File: config.mk
export PLATFORM = sky130hd
export DESIGN_NAME = wb_port_arbiter
export DESIGN_NICKNAME = d
export VERILOG_FILES = /design/src/rtl/wb_port_arbiter.sv
export SDC_FILE = /design/constraint.sdc
export NUM_CORES = 1
export LEC_CHECK = 0
export ABC_AREA = 1
export CAP_MARGIN = 30
export CORE_MARGIN = 4
export CORE_UTILIZATION = 53
export CTS_BUF_LIST = sky130_fd_sc_hd__clkbuf_8
export DETAILED_ROUTE_END_ITERATION = 8
export PLACE_DENSITY_LB_ADDON = 0.12
export RECOVER_POWER = 50
export SKIP_CTS_REPAIR_TIMING = 1
export SLEW_MARGIN = 25
export SYNTH_ARGS = -nofsm -noshare
export SYNTH_HDL_FRONTEND = slang
export SYNTH_SLANG_ARGS = --single-unit
File: constraint.sdc
create_clock -name clk -period 3.9 [get_ports clk]
set_input_delay 0.585 -clock clk [delete_from_list [all_inputs] [get_ports clk]]
set_output_delay 0.585 -clock clk [all_outputs]
set_load 0.02 [all_outputs]
File: src/rtl/wb_port_arbiter.sv
// Write-port arbiter for the register bank: loads versus ALU results,
// with a small FIFO holding ALU results that lose to a load.
module wb_port_arbiter #(
    parameter int DATA_W = 32,
    parameter int ADDR_W = 5,
    parameter int DEPTH  = 2,
    parameter int CNT_W  = 8
) (
    input  logic              clk,
    input  logic              rst_n,
    input  logic              ram_valid,
    output logic              ram_ready,
    input  logic [ADDR_W-1:0] ram_rd,
    input  logic [DATA_W-1:0] ram_data,
    input  logic              alu_valid,
    output logic              alu_ready,
    input  logic [ADDR_W-1:0] alu_rd,
    input  logic [DATA_W-1:0] alu_data,
    output logic              mux_sel,
    output logic              wr_en,
    output logic [ADDR_W-1:0] wr_addr,
    output logic [DATA_W-1:0] wr_data,
    output logic [CNT_W-1:0]  stall_cnt
);
    localparam int PTR_W = $clog2(DEPTH);

    typedef enum logic [1:0] {EMPTY, PART, FULL} state_t;

    state_t            state_q, state_d;
    logic [PTR_W-1:0]  rd_ptr_q, rd_ptr_d;
    logic [PTR_W-1:0]  wr_ptr_q, wr_ptr_d;
    logic [PTR_W:0]    count_q, count_d;
    logic [ADDR_W-1:0] fifo_rd_q [DEPTH];
    logic [DATA_W-1:0] fifo_data_q [DEPTH];

    logic              wr_en_q, wr_en_d;
    logic [ADDR_W-1:0] wr_addr_q, wr_addr_d;
    logic [DATA_W-1:0] wr_data_q, wr_data_d;
    logic              mux_sel_q, mux_sel_d;
    logic [CNT_W-1:0]  stall_cnt_q, stall_cnt_d;

    logic              push, pop, grant, gnt_sel;
    logic [ADDR_W-1:0] gnt_rd;
    logic [DATA_W-1:0] gnt_data;
    logic              ready;

    assign ready     = (state_q != FULL);
    assign ram_ready = ready;
    assign alu_ready = ready;

    always_comb begin
        push     = 1'b0;
        pop      = 1'b0;
        grant    = 1'b0;
        gnt_sel  = 1'b0;
        gnt_rd   = fifo_rd_q[rd_ptr_q];
        gnt_data = fifo_data_q[rd_ptr_q];
        if (state_q == FULL) begin
            pop   = 1'b1;
            grant = 1'b1;
        end else if (ram_valid) begin
            grant    = 1'b1;
            gnt_sel  = 1'b1;
            gnt_rd   = ram_rd;
            gnt_data = ram_data;
            push     = alu_valid;
        end else if (state_q == PART) begin
            pop   = 1'b1;
            grant = 1'b1;
            push  = alu_valid;
        end else if (alu_valid) begin
            grant    = 1'b1;
            gnt_rd   = alu_rd;
            gnt_data = alu_data;
        end
    end

    always_comb begin
        rd_ptr_d = pop ? rd_ptr_q + PTR_W'(1) : rd_ptr_q;
        wr_ptr_d = push ? wr_ptr_q + PTR_W'(1) : wr_ptr_q;
        count_d  = count_q;
        if (push && !pop) begin
            count_d = count_q + (PTR_W+1)'(1);
        end else if (pop && !push) begin
            count_d = count_q - (PTR_W+1)'(1);
        end
        if (count_d == '0) begin
            state_d = EMPTY;
        end else if (count_d == (PTR_W+1)'(DEPTH)) begin
            state_d = FULL;
        end else begin
            state_d = PART;
        end
    end

    // Register 0 is hardwired: consume the transfer but suppress the strobe.
    always_comb begin
        wr_en_d   = 1'b0;
        wr_addr_d = wr_addr_q;
        wr_data_d = wr_data_q;
        mux_sel_d = mux_sel_q;
        if (grant) begin
            wr_en_d   = (gnt_rd != '0);
            wr_addr_d = gnt_rd;
            wr_data_d = (gnt_rd != '0) ? gnt_data : '0;
            mux_sel_d = gnt_sel;
        end
        stall_cnt_d = stall_cnt_q;
        if (ram_valid && !ready && stall_cnt_q != '1) begin
            stall_cnt_d = stall_cnt_q + CNT_W'(1);
        end
    end

    always_ff @(posedge clk or negedge rst_n) begin
        if (!rst_n) begin
            state_q     <= EMPTY;
            rd_ptr_q    <= '0;
            wr_ptr_q    <= '0;
            count_q     <= '0;
            wr_en_q     <= 1'b0;
            wr_addr_q   <= '0;
            wr_data_q   <= '0;
            mux_sel_q   <= 1'b0;
            stall_cnt_q <= '0;
            for (int i = 0; i < DEPTH; i++) begin
                fifo_rd_q[i]   <= '0;
                fifo_data_q[i] <= '0;
            end
        end else begin
            state_q     <= state_d;
            rd_ptr_q    <= rd_ptr_d;
            wr_ptr_q    <= wr_ptr_d;
            count_q     <= count_d;
            wr_en_q     <= wr_en_d;
            wr_addr_q   <= wr_addr_d;
            wr_data_q   <= wr_data_d;
            mux_sel_q   <= mux_sel_d;
            stall_cnt_q <= stall_cnt_d;
            if (push) begin
                fifo_rd_q[wr_ptr_q]   <= alu_rd;
                fifo_data_q[wr_ptr_q] <= alu_data;
            end
        end
    end

    assign wr_en     = wr_en_q;
    assign wr_addr   = wr_addr_q;
    assign wr_data   = wr_data_q;
    assign mux_sel   = mux_sel_q;
    assign stall_cnt = stall_cnt_q;

endmodule

==> images/m2.png <==
Cells faint in the background.
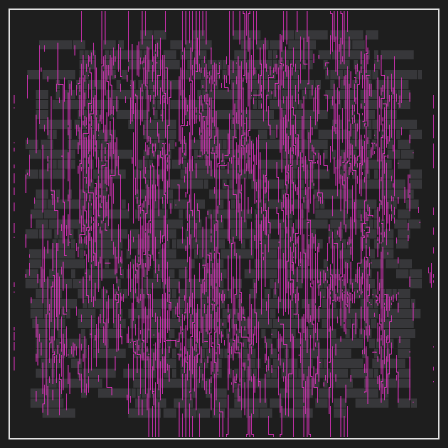
The wires run mostly vertical. 807 nets have wire on it. The layer carries 8640 um of wire.
grt met2 use: 44.1%
detailed-route via count: 5922
total routed wirelength: 17700 um

==> images/util_map.png <==
The die is cut into 12 by 12 equal tiles; white is low, dark blue is high, 0 to 100% covered.
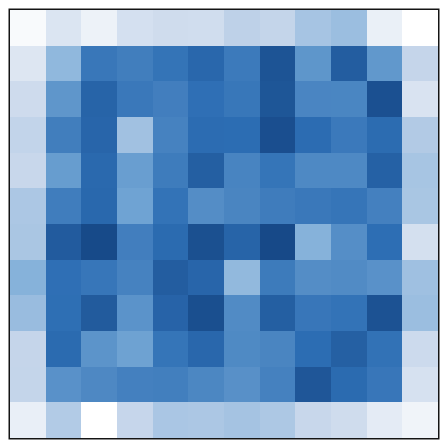
25% of the tiles are over 75% full. The densest ninth of the die: centre. The mean over all tiles is 56%.
CORE AREA: 0.0115 mm^2
Init Core Util: 54.6%
Final Util: 68.6%

==> images/ff_map.png <==
Other sequential cells in the stronger grey, the rest of the logic in the fainter grey.
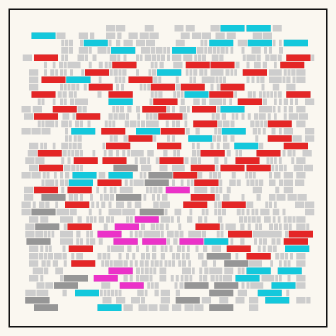
Key: red = fifo_data_q [placed flops 64]; cyan = wr_data [placed flops 32, where widely spread]; magenta = fifo_rd_q [placed flops 10]
Another 20 sequential cells are not coloured.
flop share of the area: 39.9%
sequential logic power: 2260 uW
Seq. cell area: 0.00315 mm^2

==> notes.md <==
flow finished, numbers: Worst Hold Class=flop to flop, setup TNS=0 ps, arrival time at the worst endpoint=3260 ps, most frequent logic cell in the layout=nand2_1, Die W=117 um, critical path data required time=4230 ps, Worst-path clk slew=60 ps, tally of OpenROAD warnings=26, length of routed wiring on met1=7530 um, clk buf depth=2, number of enable flip-flop cells=0, Peak Freq=0.341 GHz, Antenna diodes=0, most instantiated logic cells after routing=nand2_1, dfrtp_1, clkdlybuf4s50_1, o21ai_0, nand3_1, Clock net power=1130 uW, initial antenna violation count=0, Logic area=0.00262 mm^2, drt wl/cell=16.6 um, Detailed Place HPWL=11100 um, Total Routing Usage GR=27.0%, Worst Hold Path Cells=2, drt via density=between 5 and 6, endpoints failing hold=0, placed cells=1033, Sink Count=126, H-tree Lvls=4, crit-path most repeated cell=inv_1, slew margin rel.=-3.40%, final setup violating endpoints=0, Cell Type Count=34, Pint=roughly 3600 uW, WL met3=about 1200 um, Max stage delay on crit path=~1100 ps, max-cap viol count=2, mux share=0.358%, aoi share=13.5%, number of port buffers=approximately 130, failing checks=max-capacitance violations, max-slew violations, Crit path max-delay family=buffers and inverters, Detail Route Antenna Nets=0, top cell category=sequential cells, Tmin final=roughly 3000 ps, met2 wire length=8640 um, CP Launch Point=alu_valid, CP bufs+invs=4, Seq cells post-synth=126, Clock Tree Root=clkbuf_8, Top power group=combinational cells, Max-area cell share=50.1%, worst r2r src=count_q[0], Design Power=6150 uW, R2R depth=9, Top FF cell, synth=dfrtp_1, Largest register FFs=around 64, CP max stage cell=clkbuf_1, Non-clock buffer share=16.7%, biggest area cells=dfrtp_1, nand2_1, o21ai_0, nand3_1, inv_1, r2r endpoint=fifo_data_q[29], chip area=approximately 0.014 mm^2, Syn Area/Cell=7.82 um^2, clock buffers=25, status=finished, violations left, Clk network pwr share=18.4%, Clock Latency Late Sink=450 ps, Post-Synth XOR/XNOR Area=1.11%, bufs w/o clock=137, gpl congestion=approximately 0.85, critical path cell sequence=dlygate4sd3_1 -> inv_1 -> a21oi_1 -> inv_1 -> nor2_4 -> clkbuf_1 -> nand2_1 -> o21a_1, GRT overflow=0, Max Transition Viols Final=63, Fin Clk Skew=7.70 ps, Slew @ Worst Pin=1550 ps, comb_multi_in=568, net count after synthesis=883, Top reg by flops=fifo_data_q, Logic pwr share=44.8%, die height=117 um, Dominant comb cell=simple AND/OR/NAND/NOR gates, Yosys Instances=804, adder share=less than 1%, cell taking the most area after synthesis=dfrtp_1, clk tree area frac=5.08%, uppermost layer routed=met4
==> images/m1.png <==
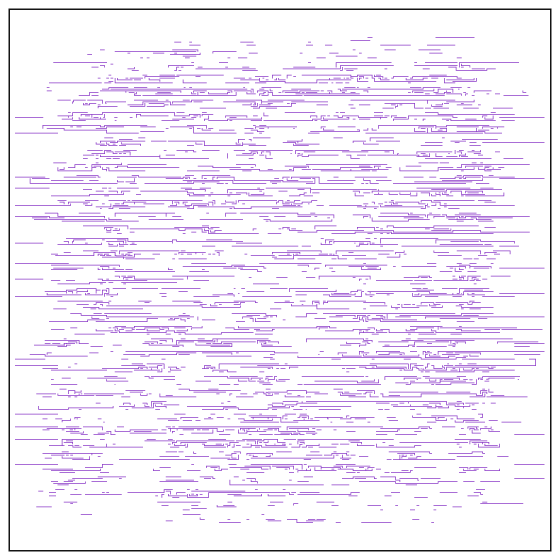
The wires run mostly horizontal. 902 nets have wire on it. The layer carries 7530 um of wire. The longest straight run is 32.2 um. The layer holds 43% of the routed length.

==> images/placed.png <==
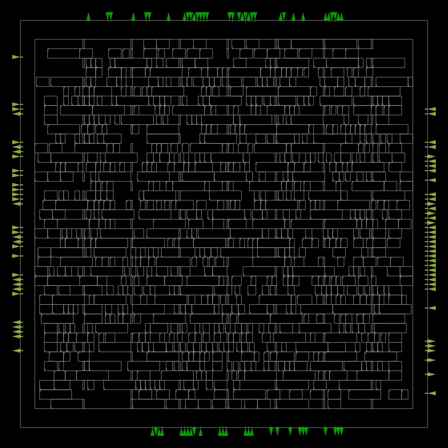
Seq cells: 126
Tap Cells: 143
non-filler cells, final: 1065
Core Rows: 39

-- metrics by stage --
stage               hold slack [ps]  worst slack [ps]  cell area (um^2)
CTS                             239              1390              7920
global placement                448              1220              7520
floorplan                       289              2090              6290
global route                    489               695              7900
finish                          469               969              7900
detailed placement              454              1150              7520
-- Yosys cell counts (all sizes together) (3+ instances only) --
cell type / instances
nor2: 34
dfrtp: 126
inv: 59
o211ai: 8
nand2: 303
a21oi: 28
o31ai: 21
buf: 30
nand3: 61
clkbuf: 21
nor3: 3
o21ai: 88
o21a: 3
xor2: 7
a31oi: 3
-- metal layers --
metal | vias to the layer above | GRT usage (%)
met1 | 2831 | 36.5
met3 | 28 | 5.04
met2 | 257 | 44.1
li1 | 2806 | -
met5 | - | 0
met4 | 0 | 9.25
Power is estimated from default activity; no workload was simulated.
